**config.mk**
```make
export PLATFORM = sky130hd
export DESIGN_NAME = outbuf_writer_b1
export DESIGN_NICKNAME = d
export VERILOG_FILES = /design/src/rtl/outbuf_writer_b1.sv
export SDC_FILE = /design/constraint.sdc
export NUM_CORES = 1
export LEC_CHECK = 0
export CAP_MARGIN = 40
export CORE_MARGIN = 5
export CORE_UTILIZATION = 50
export DETAILED_ROUTE_END_ITERATION = 8
export HOLD_SLACK_MARGIN = 0.1
export PLACE_DENSITY = 0.8
export SLEW_MARGIN = 0
export SYNTH_ARGS = -nofsm -noshare
export SYNTH_HDL_FRONTEND = slang
export SYNTH_SLANG_ARGS = --single-unit
```
**constraint.sdc**
```tcl
create_clock -name clk -period 4.1 [get_ports clk]
set_clock_uncertainty 0.2 [all_clocks]
set_input_delay 0.82 -clock clk [delete_from_list [all_inputs] [get_ports clk]]
set_output_delay 0.82 -clock clk [all_outputs]
set_load 0.02 [all_outputs]
```
**src/rtl/outbuf_writer_b1.sv**
```systemverilog
// outbuf_writer_b1: packs 4-bit per-channel samples MSB-first into 32-bit words for the eight block-1 output SPRAM banks.
// Optional feature macro: OUTBUF_WR_ERR_EN builds the sticky protocol-error detector behind err; otherwise err is tied low.
module outbuf_writer_b1 #(
    parameter int NUM_WORDS   = 226,
    parameter int NUM_SAMPLES = 1808,
    parameter int ADDR_W      = 8
) (
    input  logic              clk,
    input  logic              system_rst_n,
    input  logic              start,
    input  logic              clr,
    input  logic              valid_in,
    input  logic [3:0]        din_0,
    input  logic [3:0]        din_1,
    input  logic [3:0]        din_2,
    input  logic [3:0]        din_3,
    input  logic [3:0]        din_4,
    input  logic [3:0]        din_5,
    input  logic [3:0]        din_6,
    input  logic [3:0]        din_7,
    output logic              busy,
    output logic [ADDR_W-1:0] ADDR,
    output logic              WEA,
    output logic              ENA,
    output logic [31:0]       DINA_0,
    output logic [31:0]       DINA_1,
    output logic [31:0]       DINA_2,
    output logic [31:0]       DINA_3,
    output logic [31:0]       DINA_4,
    output logic [31:0]       DINA_5,
    output logic [31:0]       DINA_6,
    output logic [31:0]       DINA_7,
    output logic              frame_done,
    output logic              err
);
    localparam int SC_W = $clog2(NUM_SAMPLES + 1);
    localparam logic [SC_W-1:0] FULL = SC_W'(NUM_SAMPLES);
    localparam logic [SC_W-1:0] LAST = SC_W'(NUM_SAMPLES - 1);

    if (NUM_SAMPLES < 1 || NUM_SAMPLES > 8 * NUM_WORDS) begin : g_bad_cfg
        $error("outbuf_writer_b1: NUM_SAMPLES must be in 1..8*NUM_WORDS");
    end

    typedef enum logic [1:0] {IDLE, FILL, FLUSH, DONE} state_t;
    state_t state;

    logic [2:0]      nib_cnt;
    logic [SC_W-1:0] samp_cnt;
    logic [3:0]      din  [8];
    logic [27:0]     sreg [8];
    logic [31:0]     dina [8];
    logic            take;
    logic            word_full;

    assign din = '{din_0, din_1, din_2, din_3, din_4, din_5, din_6, din_7};
    assign take = (state == FILL) && valid_in && (samp_cnt != FULL);
    assign word_full = take && (nib_cnt == 3'd7);
    assign ENA = WEA;
    assign DINA_0 = dina[0];
    assign DINA_1 = dina[1];
    assign DINA_2 = dina[2];
    assign DINA_3 = dina[3];
    assign DINA_4 = dina[4];
    assign DINA_5 = dina[5];
    assign DINA_6 = dina[6];
    assign DINA_7 = dina[7];

    // frame sequencing: counts samples, issues one write strobe per packed word, ends the frame with frame_done
    always_ff @(posedge clk or negedge system_rst_n) begin
        if (!system_rst_n) begin
            state      <= IDLE;
            nib_cnt    <= '0;
            samp_cnt   <= '0;
            ADDR       <= '0;
            WEA        <= 1'b0;
            busy       <= 1'b0;
            frame_done <= 1'b0;
        end else if (clr) begin
            state      <= IDLE;
            nib_cnt    <= '0;
            samp_cnt   <= '0;
            ADDR       <= '0;
            WEA        <= 1'b0;
            busy       <= 1'b0;
            frame_done <= 1'b0;
        end else begin
            WEA        <= 1'b0;
            frame_done <= 1'b0;
            if (WEA) ADDR <= ADDR + ADDR_W'(1);
            case (state)
                IDLE: if (start) begin
                    state    <= FILL;
                    busy     <= 1'b1;
                    nib_cnt  <= '0;
                    samp_cnt <= '0;
                end
                FILL: if (take) begin
                    nib_cnt  <= nib_cnt + 3'd1;
                    samp_cnt <= samp_cnt + SC_W'(1);
                    WEA      <= word_full;
                    if (samp_cnt == LAST && !word_full) state <= FLUSH;
                end else if (WEA && samp_cnt == FULL) begin
                    state      <= DONE;
                    busy       <= 1'b0;
                    frame_done <= 1'b1;
                    ADDR       <= '0;
                end
                FLUSH: begin
                    WEA     <= 1'b1;
                    nib_cnt <= '0;
                    state   <= FILL;
                end
                DONE: state <= IDLE;
            endcase
        end
    end

    // per-channel packing; a completed or flushed word clears the shift register so the next word starts clean
    always_ff @(posedge clk or negedge system_rst_n) begin
        if (!system_rst_n) begin
            for (int k = 0; k < 8; k++) begin
                sreg[k] <= '0;
                dina[k] <= '0;
            end
        end else if (clr) begin
            for (int k = 0; k < 8; k++) begin
                sreg[k] <= '0;
                dina[k] <= '0;
            end
        end else if (state == FLUSH) begin
            for (int k = 0; k < 8; k++) begin
                dina[k] <= {sreg[k], 4'h0} << {~nib_cnt, 2'b00};
                sreg[k] <= '0;
            end
        end else if (take) begin
            for (int k = 0; k < 8; k++) begin
                sreg[k] <= word_full ? '0 : {sreg[k][23:0], din[k]};
                if (word_full) dina[k] <= {sreg[k], din[k]};
            end
        end
    end

`ifdef OUTBUF_WR_ERR_EN
    // sticky protocol error: start while busy, or a sample offered outside FILL
    always_ff @(posedge clk or negedge system_rst_n) begin
        if (!system_rst_n) err <= 1'b0;
        else if (clr) err <= 1'b0;
        else if ((start && busy) || (valid_in && state != FILL)) err <= 1'b1;
    end
`else
    assign err = 1'b0;
`endif
endmodule

```
**Clock nets**

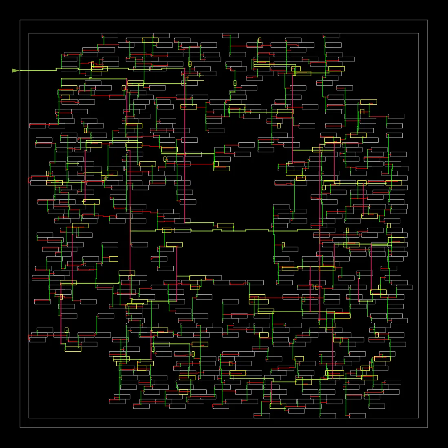
CLK BUF: 84
Inserted Clock Buffers: 54

**Routed clock nets over the placement**

The bar under the picture is 50 µm long.
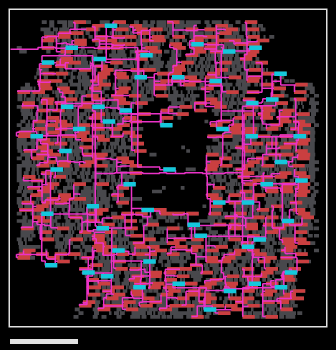
[flip-flops] red | count: 507
[clock wires] magenta | length: 6180 µm
[clock-net drivers] cyan | count: 54
flops lie	spread over the die

==> Slide: Implementation Results <==
Flow Results at a Glance

Status
  • Status: completed

Yosys
  • Synth top cell by count: dfrtp_1
  • Top cells by area: dfrtp_1, a22o_1, mux2i_1
  • XOR Share, Synth: 0.281%
  • Unique cell types: 55
  • Most common reg cell: dfrtp_1
  • Synthesized area: 24900 µm²
  • Sequential fraction of the synthesis area: 50.9%
  • Synth Warn #: 0
  • Dominant kind of combinational cell: AND-OR/OR-AND gates
  • Area share, top type: 50.9%
  • Post-synthesis chip area from yosys: 24900 µm²
  • Synthesized flop and latch total: 507
  • Avg Cell Area, Syn: 10.6 µm²
  • Post-synth top cells: dfrtp_1, nand2_1, a22o_1, o21ai_0, mux2i_1
  • Yosys cell count: 2362
  • Synthesized Nets: 2408
  • Number of flops mapped to enable cells by yosys: 0
  • Yosys aoi share: 23.4%
  • Cell type with the largest total area: dfrtp_1
  • FFs w/ async S/R, synth: 100%
  • Synth Area in Adders: 0.452%
  • Simple-Gate Fraction of Synth Area: 8.70%
  • Mux cell area share: 12.0%
  • Mapped Cells: 2362

Flow run
  • Max Cap Viol: 0
  • Tool Warnings: 42

Power
  • Clock net power: 4770 µW
  • Sequential share of power: 41.9%
  • Clk network pwr share: 37.7%
  • Power Density: 419 nW/µm²
  • Sequential Power: 5300 µW
  • Logic pwr share: 20.4%
  • Final Total Pwr: 12600 µW
  • Static Leakage: 0.0120 µW
  • Switching portion of total power: 31.4%
  • Pwr top: registers
  • Internal power: 8670 µW
  • Psw: 3980 µW
  • Logic power comb: 2570 µW
  • Max IR drop VDD: 0.508 mV

Placed design
  • Placement-stage cell area: 28400 µm²
  • Placed cells: 3150
  • Pre-CTS setup slack: 0.764 ns
  • Detail Placement HPWL: 45.3 mm
  • I/O Buffers: 304
  • RD Place Congestion: 0.859

Final layout
  • Most frequent logic cell in the layout: dfrtp_1
  • Final #Nets: 2589
  • Largest reg by FF count: sreg
  • Ant diodes: 0
  • Max FFs per register: 224
  • Syn-to-layout area delta: 21.0%
  • Most instantiated logic cells after routing: dfrtp_1, nand2_1, clkdlybuf4s50_1
  • Util after Layout: 61.4%
  • Share of post-route cells with drive strength above 1: 9.64%
  • Finished Layout Cells: 3248
  • Total of fill cells in the finished design: 3877
  • Design area: 30200 µm²

Global route
  • M3 GR Usage: 4.98%
  • First-pass GRT wire length: 119 mm
  • GR peak layer: met2
  • Largest net degree at the start of global routing: 189
  • Global route total overflow: 0
  • Total GRT Usage: 26.9%
  • Initial antenna violation count: 0
  • Vias in the first global route: 20529
  • GR Util met1: 38.7%
  • Routing usage on met2: 41.8%

Clocking
  • Sink Count: 507
  • # Post-CTS Setup Buffers: 0
  • CTS tree: yes
  • Clock root buffer: clkbuf_16
  • Worst-path clk slew: 0.06 ns
  • Hold_buf cts: 1
  • H-tree depth: 2
  • Post_cts resized: 0
  • Clock Latency Late Sink: 0.60 ns
  • Clock Path Buffers: 3

Setup path
  • Crit path kind: register to register
  • R2R Setup Slk: 0.94 ns
  • Req. time, crit path: 4.39 ns
  • CP endpoint kind: register
  • Critical R2R Launch: nib_cnt[1]
  • Startpoint class of the critical path: register
  • Crit path to: DINA_4[27]
  • Critical path fanouts, max: 81
  • Worst EP arrival: 3.44 ns
  • Critical Path Start: nib_cnt[1]
  • Register-to-Register Path Depth: 5
  • R2r endpoint: DINA_4[27]

Timing
  • Final Hold Fails: 0
  • Relative slew slack: 34.6%
  • Final min period: 3.16 ns
  • RSZ-0062 raised after global routing: no
  • Hold slack: 0.279 ns
  • Worst Tran Pin Value: 0.981 ns
  • Final setup vio count: 0
  • Final worst slack: 0.943 ns
  • Highest clock rate: 0.317 GHz
  • Period utilization: 77.0%
  • Final Max Slew Viols: 0
  • Total Neg Setup Slack: 0 ns

Detailed routing
  • DR WL/cell: 23.1 µm
  • WL met2: 35.1 mm
  • ANT nets after route: 0
  • Via/cell ratio: 6.46
  • Routed WL: 75.1 mm
  • Met1 wire length: 31.2 mm
  • Routed via count: 20995
  • Metal3 WL: 6.57 mm
  • Residual DRC: 0
  • Total iterations of the first detailed-routing run: 6
  • Highest Signal Layer: met4
  • DRT iter0 DRCs: 2752

Floorplanning
  • Die width: 233 µm
  • Top-Level Pins: 306
  • Die Size: 54400 µm²
  • Die Y: 233 µm
  • Area of the core: 49200 µm²
  • Num rows: 81
  • FP Core Util: 50.7%

Hold path
  • Min-delay src: DINA_3[11]
  • Hold WC Path Type: register to register
  • Worst hold path stage count: 2
-- layout make-up --
class / instances / area (µm²) / area share, %
clock buffers: 84 / 1620 / 5.35
clock inverters: 13 / 119 / 0.394
inverters: 10 / 40.0 / 0.133
multi-input cells: 1618 / 11200 / 37.3
flip-flops and latches: 507 / 12700 / 42.1
well taps: 664 / 831 / 2.75
repair buffers: 352 / 3630 / 12.0
-- worst min path at each step --
stage            endpoint
2_1_floorplan   sreg[111]
3_3_place_gp   DINA_3[21]
3_5_place_dp   DINA_2[11]
4_1_cts        DINA_2[11]
5_1_grt        DINA_2[11]
6_report       DINA_3[11]
-- worst max-delay path, cell delays in order, from the launching register on --
cell	delay, ns
dfrtp_4	0.43
buf_4	0.70
nor2b_4	0.80
buf_4	0.45
a221oi_1	0.14
o31ai_1	0.27
Power figures rest on the tool's default switching activity, not on a simulated workload.
